## src/rtl/mips_reg_file_if.sv

```systemverilog
// rtl/mips_reg_file_if.sv - decode/write-back bus for the MIPS register file
interface mips_reg_file_if;
    logic        flush;
    logic        wb_write_enable;
    logic [4:0]  wb_write_addr;
    logic [31:0] wb_write_data;
    logic [4:0]  rs_addr;
    logic [4:0]  rt_addr;
    logic [31:0] rs_data;
    logic [31:0] rt_data;
    logic        rs_busy;
    logic        rt_busy;
    logic        issue_valid;
    logic [4:0]  issue_dest;
    logic        issue_ready;

    // Pipeline side: drives write-back, read addresses and issue requests.
    modport master (
        output flush, wb_write_enable, wb_write_addr, wb_write_data,
        output rs_addr, rt_addr, issue_valid, issue_dest,
        input  rs_data, rt_data, rs_busy, rt_busy, issue_ready
    );

    // Register file side.
    modport slave (
        input  flush, wb_write_enable, wb_write_addr, wb_write_data,
        input  rs_addr, rt_addr, issue_valid, issue_dest,
        output rs_data, rt_data, rs_busy, rt_busy, issue_ready
    );
endinterface

```

## src/rtl/mips_reg_file.sv

```systemverilog
// rtl/mips_reg_file.sv - 32x32 MIPS register file with bypass and pending-write scoreboard (trace: MIPS_REG_FILE_TRACE_EN)
module mips_reg_file #(
    parameter int          PEND_W  = 2,
    parameter logic [31:0] SP_INIT = 32'h0000_3FFC,
    parameter logic [31:0] GP_INIT = 32'h0000_1800
) (
    input logic            clk,
    input logic            rst,
    mips_reg_file_if.slave bus
);
    localparam logic [PEND_W-1:0] CNT_MAX = '1;

    logic [31:0]       regs_q [32];
    logic [PEND_W-1:0] cnt_q  [32];
    logic [PEND_W-1:0] cnt_d  [32];

    logic        wb_hit;
    logic        issue_acc;
    logic [31:0] issue_hit;
    logic [31:0] retire_hit;

    // A write-back to a non-zero register is both a data write and a retire attempt.
    assign wb_hit = bus.wb_write_enable && (bus.wb_write_addr != 5'd0);

    // Reads: r0 is hardwired zero; same-cycle write-back bypasses the array.
    assign bus.rs_data = (bus.rs_addr == 5'd0) ? 32'd0 :
                         (wb_hit && bus.wb_write_addr == bus.rs_addr) ? bus.wb_write_data :
                         regs_q[bus.rs_addr];
    assign bus.rt_data = (bus.rt_addr == 5'd0) ? 32'd0 :
                         (wb_hit && bus.wb_write_addr == bus.rt_addr) ? bus.wb_write_data :
                         regs_q[bus.rt_addr];

    // A retiring write this cycle is covered by bypass, so only writes beyond it count as busy.
    assign bus.rs_busy = (wb_hit && bus.wb_write_addr == bus.rs_addr) ?
                         (cnt_q[bus.rs_addr] > PEND_W'(1)) : (cnt_q[bus.rs_addr] != '0);
    assign bus.rt_busy = (wb_hit && bus.wb_write_addr == bus.rt_addr) ?
                         (cnt_q[bus.rt_addr] > PEND_W'(1)) : (cnt_q[bus.rt_addr] != '0);

    // A full counter still accepts an issue when a retire to the same register frees a slot.
    assign bus.issue_ready = (bus.issue_dest == 5'd0) ||
                             (cnt_q[bus.issue_dest] != CNT_MAX) ||
                             (wb_hit && bus.wb_write_addr == bus.issue_dest);

    assign issue_acc = bus.issue_valid && bus.issue_ready && !bus.flush;

    // One-hot issue and retire strobes per register; r0 never counts.
    always_comb begin
        issue_hit  = '0;
        retire_hit = '0;
        for (int r = 1; r < 32; r++) begin
            issue_hit[r]  = issue_acc && (bus.issue_dest == 5'(r));
            retire_hit[r] = wb_hit && (bus.wb_write_addr == 5'(r)) && (cnt_q[r] != '0);
        end
    end

    // Next counter values: flush clears, otherwise issue/retire net out.
    always_comb begin
        for (int r = 0; r < 32; r++) begin
            cnt_d[r] = cnt_q[r];
        end
        for (int r = 1; r < 32; r++) begin
            if (bus.flush) begin
                cnt_d[r] = '0;
            end else if (issue_hit[r] && !retire_hit[r]) begin
                cnt_d[r] = cnt_q[r] + PEND_W'(1);
            end else if (retire_hit[r] && !issue_hit[r]) begin
                cnt_d[r] = cnt_q[r] - PEND_W'(1);
            end
        end
        cnt_d[0] = '0;
    end

    // Scoreboard counters.
    always_ff @(posedge clk or negedge rst) begin
        if (!rst) begin
            for (int r = 0; r < 32; r++) begin
                cnt_q[r] <= '0;
            end
        end else begin
            for (int r = 0; r < 32; r++) begin
                cnt_q[r] <= cnt_d[r];
            end
        end
    end

    // Register array write port; flush does not block the write-back.
    always_ff @(posedge clk or negedge rst) begin
        if (!rst) begin
            for (int r = 0; r < 32; r++) begin
                regs_q[r] <= 32'd0;
            end
            regs_q[28] <= GP_INIT;
            regs_q[29] <= SP_INIT;
        end else if (wb_hit) begin
            regs_q[bus.wb_write_addr] <= bus.wb_write_data;
        end
    end

`ifdef MIPS_REG_FILE_TRACE_EN
`ifndef SYNTHESIS
    // Simulation trace of writes and underflowing retires.
    always @(posedge clk) begin
        if (rst && wb_hit) begin
            $display("R%0d <= 0x%08h", bus.wb_write_addr, bus.wb_write_data);
            if (cnt_q[bus.wb_write_addr] == '0) begin
                $display("regfile: retire underflow r%0d", bus.wb_write_addr);
            end
        end
    end
`endif
`endif
endmodule

```

## src/flat_wrapper.sv

```systemverilog
// flat-port wrapper written by rule: the top's interface ports become plain ports
module mips_reg_file_flat 
#(
    parameter int          PEND_W  = 2,
    parameter logic [31:0] SP_INIT = 32'h0000_3FFC,
    parameter logic [31:0] GP_INIT = 32'h0000_1800
)
  (clk, rst, bus_flush, bus_wb_write_enable, bus_wb_write_addr, bus_wb_write_data, bus_rs_addr, bus_rt_addr, bus_issue_valid, bus_issue_dest, bus_rs_data, bus_rt_data, bus_rs_busy, bus_rt_busy, bus_issue_ready);
  mips_reg_file_if bus_i ();
  input logic clk;
  input logic rst;
  input wire logic [$bits(bus_i.flush)-1:0] bus_flush;
  input wire logic [$bits(bus_i.wb_write_enable)-1:0] bus_wb_write_enable;
  input wire logic [$bits(bus_i.wb_write_addr)-1:0] bus_wb_write_addr;
  input wire logic [$bits(bus_i.wb_write_data)-1:0] bus_wb_write_data;
  input wire logic [$bits(bus_i.rs_addr)-1:0] bus_rs_addr;
  input wire logic [$bits(bus_i.rt_addr)-1:0] bus_rt_addr;
  input wire logic [$bits(bus_i.issue_valid)-1:0] bus_issue_valid;
  input wire logic [$bits(bus_i.issue_dest)-1:0] bus_issue_dest;
  output wire logic [$bits(bus_i.rs_data)-1:0] bus_rs_data;
  output wire logic [$bits(bus_i.rt_data)-1:0] bus_rt_data;
  output wire logic [$bits(bus_i.rs_busy)-1:0] bus_rs_busy;
  output wire logic [$bits(bus_i.rt_busy)-1:0] bus_rt_busy;
  output wire logic [$bits(bus_i.issue_ready)-1:0] bus_issue_ready;
  assign bus_i.flush = bus_flush;
  assign bus_i.wb_write_enable = bus_wb_write_enable;
  assign bus_i.wb_write_addr = bus_wb_write_addr;
  assign bus_i.wb_write_data = bus_wb_write_data;
  assign bus_i.rs_addr = bus_rs_addr;
  assign bus_i.rt_addr = bus_rt_addr;
  assign bus_i.issue_valid = bus_issue_valid;
  assign bus_i.issue_dest = bus_issue_dest;
  assign bus_rs_data = bus_i.rs_data;
  assign bus_rt_data = bus_i.rt_data;
  assign bus_rs_busy = bus_i.rs_busy;
  assign bus_rt_busy = bus_i.rt_busy;
  assign bus_issue_ready = bus_i.issue_ready;
  mips_reg_file #(.PEND_W(PEND_W), .SP_INIT(SP_INIT), .GP_INIT(GP_INIT)) u_core (.clk(clk), .rst(rst), .bus(bus_i));
endmodule
```

## config.mk

```make
export PLATFORM = sky130hd
export DESIGN_NAME = mips_reg_file_flat
export DESIGN_NICKNAME = d
export VERILOG_FILES = /design/src/rtl/mips_reg_file_if.sv /design/src/rtl/mips_reg_file.sv /design/src/flat_wrapper.sv
export SDC_FILE = /design/constraint.sdc
export NUM_CORES = 2
export LEC_CHECK = 0
export CAP_MARGIN = 5
export CORE_UTILIZATION = 25
export CTS_BUF_LIST = sky130_fd_sc_hd__clkbuf_4
export CTS_CLUSTER_DIAMETER = 30
export DETAILED_ROUTE_END_ITERATION = 10
export DONT_BUFFER_PORTS = 1
export GPL_TIMING_DRIVEN = 0
export PLACE_DENSITY_LB_ADDON = 0.1
export SLEW_MARGIN = 30
export SYNTH_ARGS = -nofsm -noshare
export SYNTH_HDL_FRONTEND = slang
export SYNTH_SLANG_ARGS = --single-unit
```

## constraint.sdc

```tcl
create_clock -name clk -period 4.9 [get_ports clk]
set_clock_uncertainty 0.2 [all_clocks]
set_input_delay 0.735 -clock clk [delete_from_list [all_inputs] [get_ports clk]]
set_output_delay 0.735 -clock clk [all_outputs]
set_load 0.01 [all_outputs]
```

Figure 1. Supply network.
Pins as bars on the die edge.
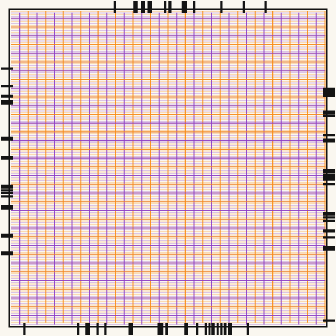
VSS: drawn in purple. VDD: drawn in orange.
180 met1 rails follow the rows. The core has 179 rows. 35 straps on met5. 124 signal pins sit on the boundary. 36 straps on met4.

Figure 2. Placed cells, one colour a class.
The bar under the picture is 100 um long.
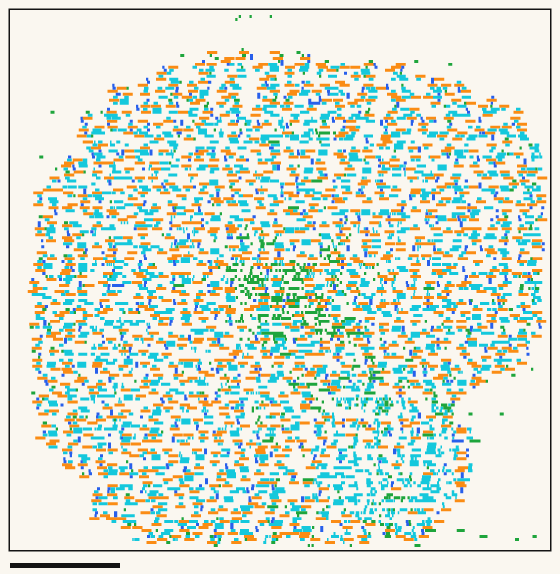
other buffers and delay cells: drawn in green, cells 624, share of their area 6.9%. flip-flops: drawn in orange, cells 1,086, share of their area 40%. clock drivers and dummy loads: drawn in blue, cells 684, share of their area 7.0%. all other logic: drawn in cyan, cells 2,722, share of their area 46%.

==> reports/qor.txt <==
Run status -> complete, but fails checks
Violations in the final reports -> DRC
Final Power -> 27.8 mW
Residual antenna-violating net count after detailed routing -> 0
Pin count of the biggest net entering global routing -> 167
Initial cell density of the core -> 0.252
Core outline area -> 238,000 um^2
Share of synthesized registers carrying an async set or reset -> 1.00
Cell area reported after detailed placement -> 65,700 um^2
Count of unresolved DRC violations after routing -> 30
Cell at the slowest stage of the critical path -> sky130_fd_sc_hd__or4_1
Crit-path most repeated cell -> sky130_fd_sc_hd__clkbuf_2
Achievable frequency -> 0.206 GHz
Total tool warning count -> 55
Instance count of the mapped netlist -> 4,278
Post-route fraction of the period consumed by the critical path -> 0.992
Final Routed Wirelength -> 285 mm
Complex-gate fraction of the synthesized area -> 0.0248
Via total after detailed routing -> 43,800
Critical Path, Cell by Cell -> clkbuf_1, clkbuf_2, clkbuf_2, or4_1, nor2_4, clkbuf_2, a211oi_2
XOR/XNOR Fraction of Synth Area -> 0.00234
Routed wire length per instance -> 34.3 um
Max-cap viol count -> 0
Worst slew margin relative to its limit -> 0.277
Via density per instance -> 5.28
Per-instance average area after synthesis -> 14.0 um^2
Register area share after synthesis -> 0.454
Area fraction in and, or, nand and nor cells -> 0.0651
Global routing met1 resource utilization -> 0.321
Worst-case vdd ir drop -> 0.000264 V
Biggest area consumer among synthesized cells -> sky130_fd_sc_hd__dfrtp_1
Routability cong. -> 0.833
Most used standard cells in the synthesized netlist -> sky130_fd_sc_hd__dfrtp_1, sky130_fd_sc_hd__mux2_2, sky130_fd_sc_hd__mux4_2, sky130_fd_sc_hd__nand2_1, sky130_fd_sc_hd__clkbuf_1
Setup slack after layout -> 0.0401 ns
Pre-CTS worst setup slack -> -0.511 ns
Main synth FF type -> sky130_fd_sc_hd__dfrtp_1
Areal power density over the cells -> 387 nW/um^2
Worst hold path class -> in -> reg
CTS Buffer Depth -> 4
Peak-usage layer in the global routing report -> met2
Clock edge transition at the registers on the reported setup and hold paths -> 0.05 ns
Grt ovf -> 0
Register bit count reported by yosys -> 1,086
Unrepaired setup endpoints after global routing -> no
-- critical path: cells and delay by family --
kind            cells  cell delay (ns)
buf+inv             4             1.73
simple gates        2             1.17
compound gates      1             0.20
-- power breakdown --
part           internal [mW]  total (mW)  switching, mW
sequential              10.6        11.7           1.13
clock                   5.23        9.97           4.74
combinational           3.32        6.09           2.77
-- worst paths after layout --
kind	depth (start not counted)	endpoint	slack, ns
worst min-delay path	4	u_core.cnt_q[9]	0.14
max in group asynchronous	8	u_core.regs_q[978]	1.84
worst max-delay path	7	bus_rs_data[17]	0.04
worst max register to register	8	u_core.cnt_q[25]	1.76
worst min register to register	2	u_core.regs_q[71]	0.27
min in group asynchronous	4	u_core.cnt_q[26]	0.30
-- cell type report --
type | instances | area [um^2]
fillers | 24200 | 166000
multi-input cells | 2715 | 31100
flip-flops and latches | 1086 | 27200
clock buffers | 541 | 4060
well taps | 3167 | 3960
repair buffers | 155 | 2490
plain buffers | 469 | 2210
clock inverters | 143 | 653
inverters | 7 | 26.3
diodes | 10 | 25.0
-- metal layers --
metal | wire length (um) | part of all wire | vias to the layer above
met2 | 129000 | 0.45 | 1731
met4 | 11700 | 0.041 | 0
met3 | 19500 | 0.069 | 543
li1 | - | - | 17600
met5 | 0 | 0 | -
met1 | 125000 | 0.44 | 23900
-- through the flow --
step                      setup TNS [ns]  cells  utilization  hold WS (ns)
after global routing                   0   8290        0.301        0.0435
final                                  0   8293        0.301         0.141
after detailed placement          -19.97   7508        0.276         0.244
after CTS                          -1.48   8283        0.301       0.00404
after floorplan                        0   4278            -         0.239
after global placement           -105.54   7445        0.268         0.253
-- kinds of logic (layout without fill, tap and decap cells) --
| group | Yosys count | after routing |
|---|---|---|
| other | 0 | 10 |
| buffers and inverters | 477 | 1315 |
| AND-OR/OR-AND | 212 | 212 |
| multiplexers | 1574 | 1574 |
| AND/OR/NAND/NOR | 913 | 913 |
| XOR/XNOR | 16 | 16 |
| flip-flops | 1086 | 1086 |
-- cell usage in the layout (no fill, tap or decap), types with 41 or more instances in the layout --
cell                            synthesis  layout
sky130_fd_sc_hd__dlygate4sd3_1          0      89
sky130_fd_sc_hd__clkinv_1               1     104
sky130_fd_sc_hd__clkbuf_1             365     206
sky130_fd_sc_hd__nand2_1              618     618
sky130_fd_sc_hd__a211oi_1              79      45
sky130_fd_sc_hd__dfrtp_1             1072    1072
sky130_fd_sc_hd__buf_2                 72      78
sky130_fd_sc_hd__nor2_1               123     109
sky130_fd_sc_hd__mux2i_1               80      78
sky130_fd_sc_hd__clkbuf_2               0     144
sky130_fd_sc_hd__clkbuf_4               0     553
sky130_fd_sc_hd__buf_16                 0      41
sky130_fd_sc_hd__mux2_2               815     815
sky130_fd_sc_hd__mux4_2               676     676
-- what timing repair did --
action,in CTS,in global routing
resized,70,19
hold endpoints to repair,1722,0
endpoints found under the setup margin,63,25
hold buffers,91,0
-- registers in the layout, summed over array words and instances, names as in the netlist --
signal and count:
u_core.cnt_q 62, u_core.regs_q 1024
Power figures rest on the tool's default switching activity, not on a simulated workload.
